==> config.mk <==
export PLATFORM = sky130hd
export DESIGN_NAME = dataset_row_streamer
export DESIGN_NICKNAME = d
export VERILOG_FILES = /design/src/rtl/ds_pkg.sv /design/src/rtl/dataset_row_streamer_row_lane_mux.sv /design/src/rtl/dataset_row_streamer.sv
export SDC_FILE = /design/constraint.sdc
export NUM_CORES = 1
export LEC_CHECK = 0
export CORE_MARGIN = 5
export CORE_UTILIZATION = 51
export CTS_CLUSTER_DIAMETER = 60
export DETAILED_ROUTE_END_ITERATION = 16
export GPL_TIMING_DRIVEN = 0
export PLACE_DENSITY_LB_ADDON = 0.08
export SYNTH_ARGS = -nofsm -noshare
export SYNTH_HDL_FRONTEND = slang
export SYNTH_HIERARCHICAL = 1
export SYNTH_SLANG_ARGS = --single-unit
export TNS_END_PERCENT = 10
==> constraint.sdc <==
create_clock -name CLK -period 3 [get_ports CLK]
set_clock_uncertainty 0.2 [all_clocks]
set_input_delay 0.75 -clock CLK [delete_from_list [all_inputs] [get_ports CLK]]
set_output_delay 0.75 -clock CLK [all_outputs]
set_load 0.01 [all_outputs]
==> src/rtl/ds_pkg.sv <==
// Shared definitions for the dataset path (serial loader and row streamer).
// Holds the RAM geometry, the streamer state encoding and the helper that
// locates the first feature lane inside a row.
package ds_pkg;

   localparam int FIELD_W    = 16;
   localparam int NUM_LANES  = 16;
   localparam int DATA_WIDTH = FIELD_W * NUM_LANES;
   localparam int ADDR_WIDTH = 12;
   localparam int EPOCH_W    = 8;
   localparam int LANE_W     = 4;

   typedef enum logic [2:0] {
      IDLE,
      FETCH,
      WAIT,
      STREAM,
      DONE
   } state_t;

   // Features are packed against the label, so x_0 sits feat lanes below
   // lane 15 and the label always lives in the top lane.
   function automatic logic [LANE_W-1:0] lane_base(input logic [LANE_W-1:0] feat);
      return LANE_W'(NUM_LANES - 1) - feat;
   endfunction

endpackage

==> src/rtl/dataset_row_streamer_row_lane_mux.sv <==
// row_lane_mux: combinational 16:1 selector that picks one FIELD_W-bit lane
// out of a buffered RAM row.
// Ports:
//   row   - full buffered row, lane L in bits [16L+15:16L]
//   lane  - lane index to present
//   field - selected lane contents
module row_lane_mux
   import ds_pkg::*;
(
   input  logic [DATA_WIDTH-1:0] row,
   input  logic [LANE_W-1:0]     lane,
   output logic [FIELD_W-1:0]    field
);

   // Plain decode loop; synthesises to a balanced mux tree.
   always_comb begin
      field = '0;
      for (int i = 0; i < NUM_LANES; i++) begin
         if (lane == LANE_W'(i)) begin
            field = row[i*FIELD_W +: FIELD_W];
         end
      end
   end

endmodule

==> src/rtl/dataset_row_streamer.sv <==
// dataset_row_streamer: reads rows 0..num_dp from the dataset RAM, unpacks
// each row into 16-bit fields and streams x_0..x_(feat-1) then y over a
// valid/ready handshake, replaying the dataset for a programmable number of
// epochs.
// Ports:
//   CLK, RST        - clock, synchronous active-high reset
//   start           - begin a run (honoured only in IDLE or DONE)
//   num_dp          - index of the last row to stream
//   feat            - features per row (0..15)
//   epochs          - number of full passes (0 finishes immediately)
//   mem_en/mem_addr - RAM read request, data returns one cycle later
//   mem_rdata       - RAM read data
//   m_data/m_valid/m_ready - field stream to the training datapath
//   m_is_y          - current beat is the label
//   m_last_row      - current beat belongs to row num_dp
//   m_last_epoch    - current beat belongs to the final epoch
//   busy, done      - run status; done holds until the next start or RST
module dataset_row_streamer
   import ds_pkg::*;
(
   input  logic                  CLK,
   input  logic                  RST,
   input  logic                  start,
   input  logic [ADDR_WIDTH-1:0] num_dp,
   input  logic [LANE_W-1:0]     feat,
   input  logic [EPOCH_W-1:0]    epochs,
   output logic                  mem_en,
   output logic [ADDR_WIDTH-1:0] mem_addr,
   input  logic [DATA_WIDTH-1:0] mem_rdata,
   output logic [FIELD_W-1:0]    m_data,
   output logic                  m_valid,
   input  logic                  m_ready,
   output logic                  m_is_y,
   output logic                  m_last_row,
   output logic                  m_last_epoch,
   output logic                  busy,
   output logic                  done
);

   localparam logic [LANE_W-1:0] LABEL_LANE = LANE_W'(NUM_LANES - 1);

   state_t                  state;
   state_t                  state_next;
   logic [ADDR_WIDTH-1:0]   row;
   logic [EPOCH_W:0]        epoch;
   logic [LANE_W-1:0]       lane;
   logic [DATA_WIDTH-1:0]   row_buf;
   logic [ADDR_WIDTH-1:0]   num_dp_q;
   logic [LANE_W-1:0]       feat_q;
   logic [EPOCH_W-1:0]      epochs_q;
   logic [FIELD_W-1:0]      lane_field;

   logic streaming;
   logic y_xfer;
   logic last_row_hit;
   logic last_epoch_hit;
   logic more_epochs;

   row_lane_mux u_mux (
      .row   (row_buf),
      .lane  (lane),
      .field (lane_field)
   );

   assign streaming      = (state == STREAM);
   assign y_xfer         = streaming && m_ready && (lane == LABEL_LANE);
   assign last_row_hit   = (row == num_dp_q);
   // epoch is one bit wider than epochs so a count of 255 cannot wrap.
   assign last_epoch_hit = (epoch == {1'b0, epochs_q});
   assign more_epochs    = (epoch < {1'b0, epochs_q});

   // State register plus the row/epoch/lane counters and latched run setup.
   // Configuration is captured only on an accepted start so that inputs may
   // change freely during a run.
   always_ff @(posedge CLK) begin
      if (RST) begin
         state    <= IDLE;
         row      <= '0;
         epoch    <= '0;
         lane     <= '0;
         row_buf  <= '0;
         num_dp_q <= '0;
         feat_q   <= '0;
         epochs_q <= '0;
      end else begin
         state <= state_next;
         case (state)
            IDLE, DONE: begin
               if (start) begin
                  num_dp_q <= num_dp;
                  feat_q   <= feat;
                  epochs_q <= epochs;
                  row      <= '0;
                  epoch    <= (EPOCH_W+1)'(1);
               end
            end
            WAIT: begin
               row_buf <= mem_rdata;
               lane    <= lane_base(feat_q);
            end
            STREAM: begin
               if (m_ready) begin
                  if (lane == LABEL_LANE) begin
                     if (!last_row_hit) begin
                        row <= row + 1'b1;
                     end else if (more_epochs) begin
                        row   <= '0;
                        epoch <= epoch + 1'b1;
                     end
                  end else begin
                     lane <= lane + 1'b1;
                  end
               end
            end
            default: ;
         endcase
      end
   end

   // Next-state logic: one FETCH/WAIT bubble pair per row, then feat+1 beats.
   always_comb begin
      state_next = state;
      case (state)
         IDLE, DONE: begin
            if (start) begin
               state_next = (epochs == '0) ? DONE : FETCH;
            end
         end
         FETCH:  state_next = WAIT;
         WAIT:   state_next = STREAM;
         STREAM: begin
            if (y_xfer) begin
               state_next = (last_row_hit && !more_epochs) ? DONE : FETCH;
            end
         end
         default: state_next = IDLE;
      endcase
   end

   // Outputs decode from registered state only, so they cannot move while
   // the consumer is stalling a beat.
   always_comb begin
      mem_en       = (state == FETCH);
      mem_addr     = row;
      m_valid      = streaming;
      m_data       = streaming ? lane_field : '0;
      m_is_y       = streaming && (lane == LABEL_LANE);
      m_last_row   = streaming && last_row_hit;
      m_last_epoch = streaming && last_epoch_hit;
      busy         = (state == FETCH) || (state == WAIT) || streaming;
      done         = (state == DONE);
   end

endmodule
Floorplan with the power grid:
Scale bar: 50 um. Pins as bars on the die edge.
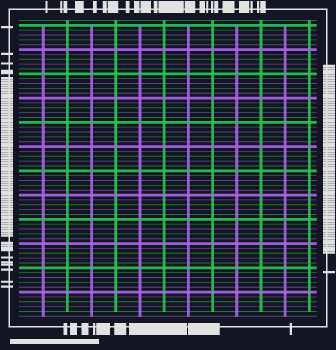
VDD: in green. VSS: in purple.
The core has 61 rows. 12 straps on met4. 12 straps on met5. 319 signal pins sit on the boundary.
Die Ht: 177 um
CORE AREA: 27700 um^2
Worst VDD drop: 0.000527 V
Die Width: 177 um

Cells colored by class:
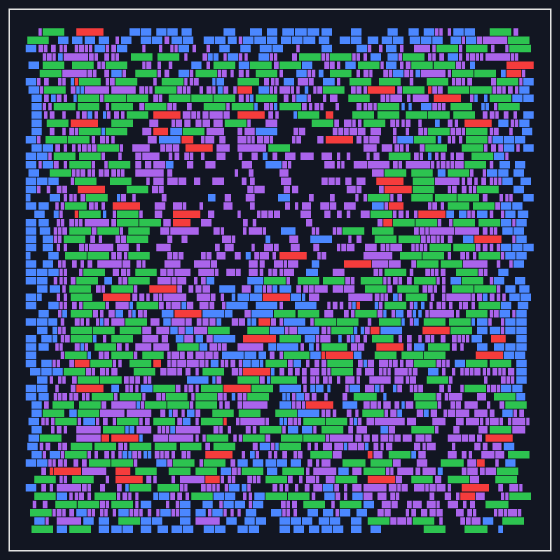
sequential cells: in green, cells 308, share of their area 31%. clock drivers and dummy loads: in red, cells 65, share of their area 6.2%. remaining logic cells: in purple, cells 1388, share of their area 40%. remaining buffers and delay cells: in blue, cells 492, share of their area 22%.
fin area: 20300 um^2
row count: 61
flop share of the area: 0.305
Core Util, Final: 0.732

==> Changelog: implementation <==
### Changed

* Outcome: finished with violations
* Failing checks: negative setup slack
* Hold buffers post-CTS at 0
* Antenna Nets Post-Route at 0
* Post-layout min period at 3.57 ns
* Endpoint type of the worst setup path: primary output
* Tot Pwr at 0.0114 W
* GR Util met1 at 0.465
* Top Consumer: sequential cells
* Clock-cell share at 0.0603
* Switching power at ~0.0033 W
* Placed cells at ~2.5k
* # DRC at 0
* DR vias at 15.4k
* Gr ovfl total at 0
* Yosys stat area at between 10000 and 15000 um^2
* Final worst-path setup slack at -0.569 ns
* Critical Path Sink: m_data[10]
* Tool warnings at 28
* Most frequent CP cell: buf_12
* Hold Path End: row_buf[87]$_SDFFE_PP0N_
* Setup_tns at -8.42 ns
* Vias in the first global route at between 10k and 15k
* Synth area leader: dfxtp_1
* Slew headroom at 0.441
* Most numerous logic cell after layout: nand2_1
* # Cells Yosys at 1840
* Root buf cell: clkbuf_16
* Final Wtd Congestion at 0.968
* Largest net degree at the start of global routing at 20
* Gr busiest metal: met2
* Final max-slew violation count at 0
* DR WL/cell at approximately 22 um
* Fin cells at 2634
* Clock Latency Late Sink at 0.53 ns
* Hold depth at 2
* Clock sink total at 308
* Buffer share of cell area at 0.218
* Met3 GRT Util at 0.0669
* DRT iter0 DRCs at roughly 1.6k
* Combinational fraction of design power at 0.207
* Seq pwr share at 0.399
* DIE AREA at between 30000 and 40000 um^2
* Cell area leaders: dfxtp_1 43%, nand2_1 16%, a21oi_1 11%, mux4_2 3.0%, mux2i_1 2.1%
* Pleak at 7.23 nW
* Max Cap Viol at 0
* Hold path start: row_buf[87]$_SDFFE_PP0N_
* Area Overhead vs Synth at 42.1%
* Clock power frac at 0.394
* TritonCTS clock tree: done
* Core Util at FP at 0.515
* Cell type taking the most area: multi-input combinational cells
* Synthesized net count at 2135
* Top cell family by delay on the critical path: buffers and inverters
* AND/OR/NAND/NOR Cells, Area Fraction at 0.237
* CTS clk-pin slew, worst paths at 0.06 ns
* Reg with most FFs: row_buf
* CTS H-Tree Depth at 2
* Met2 global-route usage at 0.545
* Area fraction in compound gates at 0.194
* Worst path buffer plus inverter count at 4
* Inverter count at 35
* Period Utilization, post-route at 1.19
* Crit-path max FO at 6
* Buffers, non-clock at 492
* Endpoints failing setup at 17
* Placed cell area at 17900 um^2
Power and IR drop assume default switching activity.
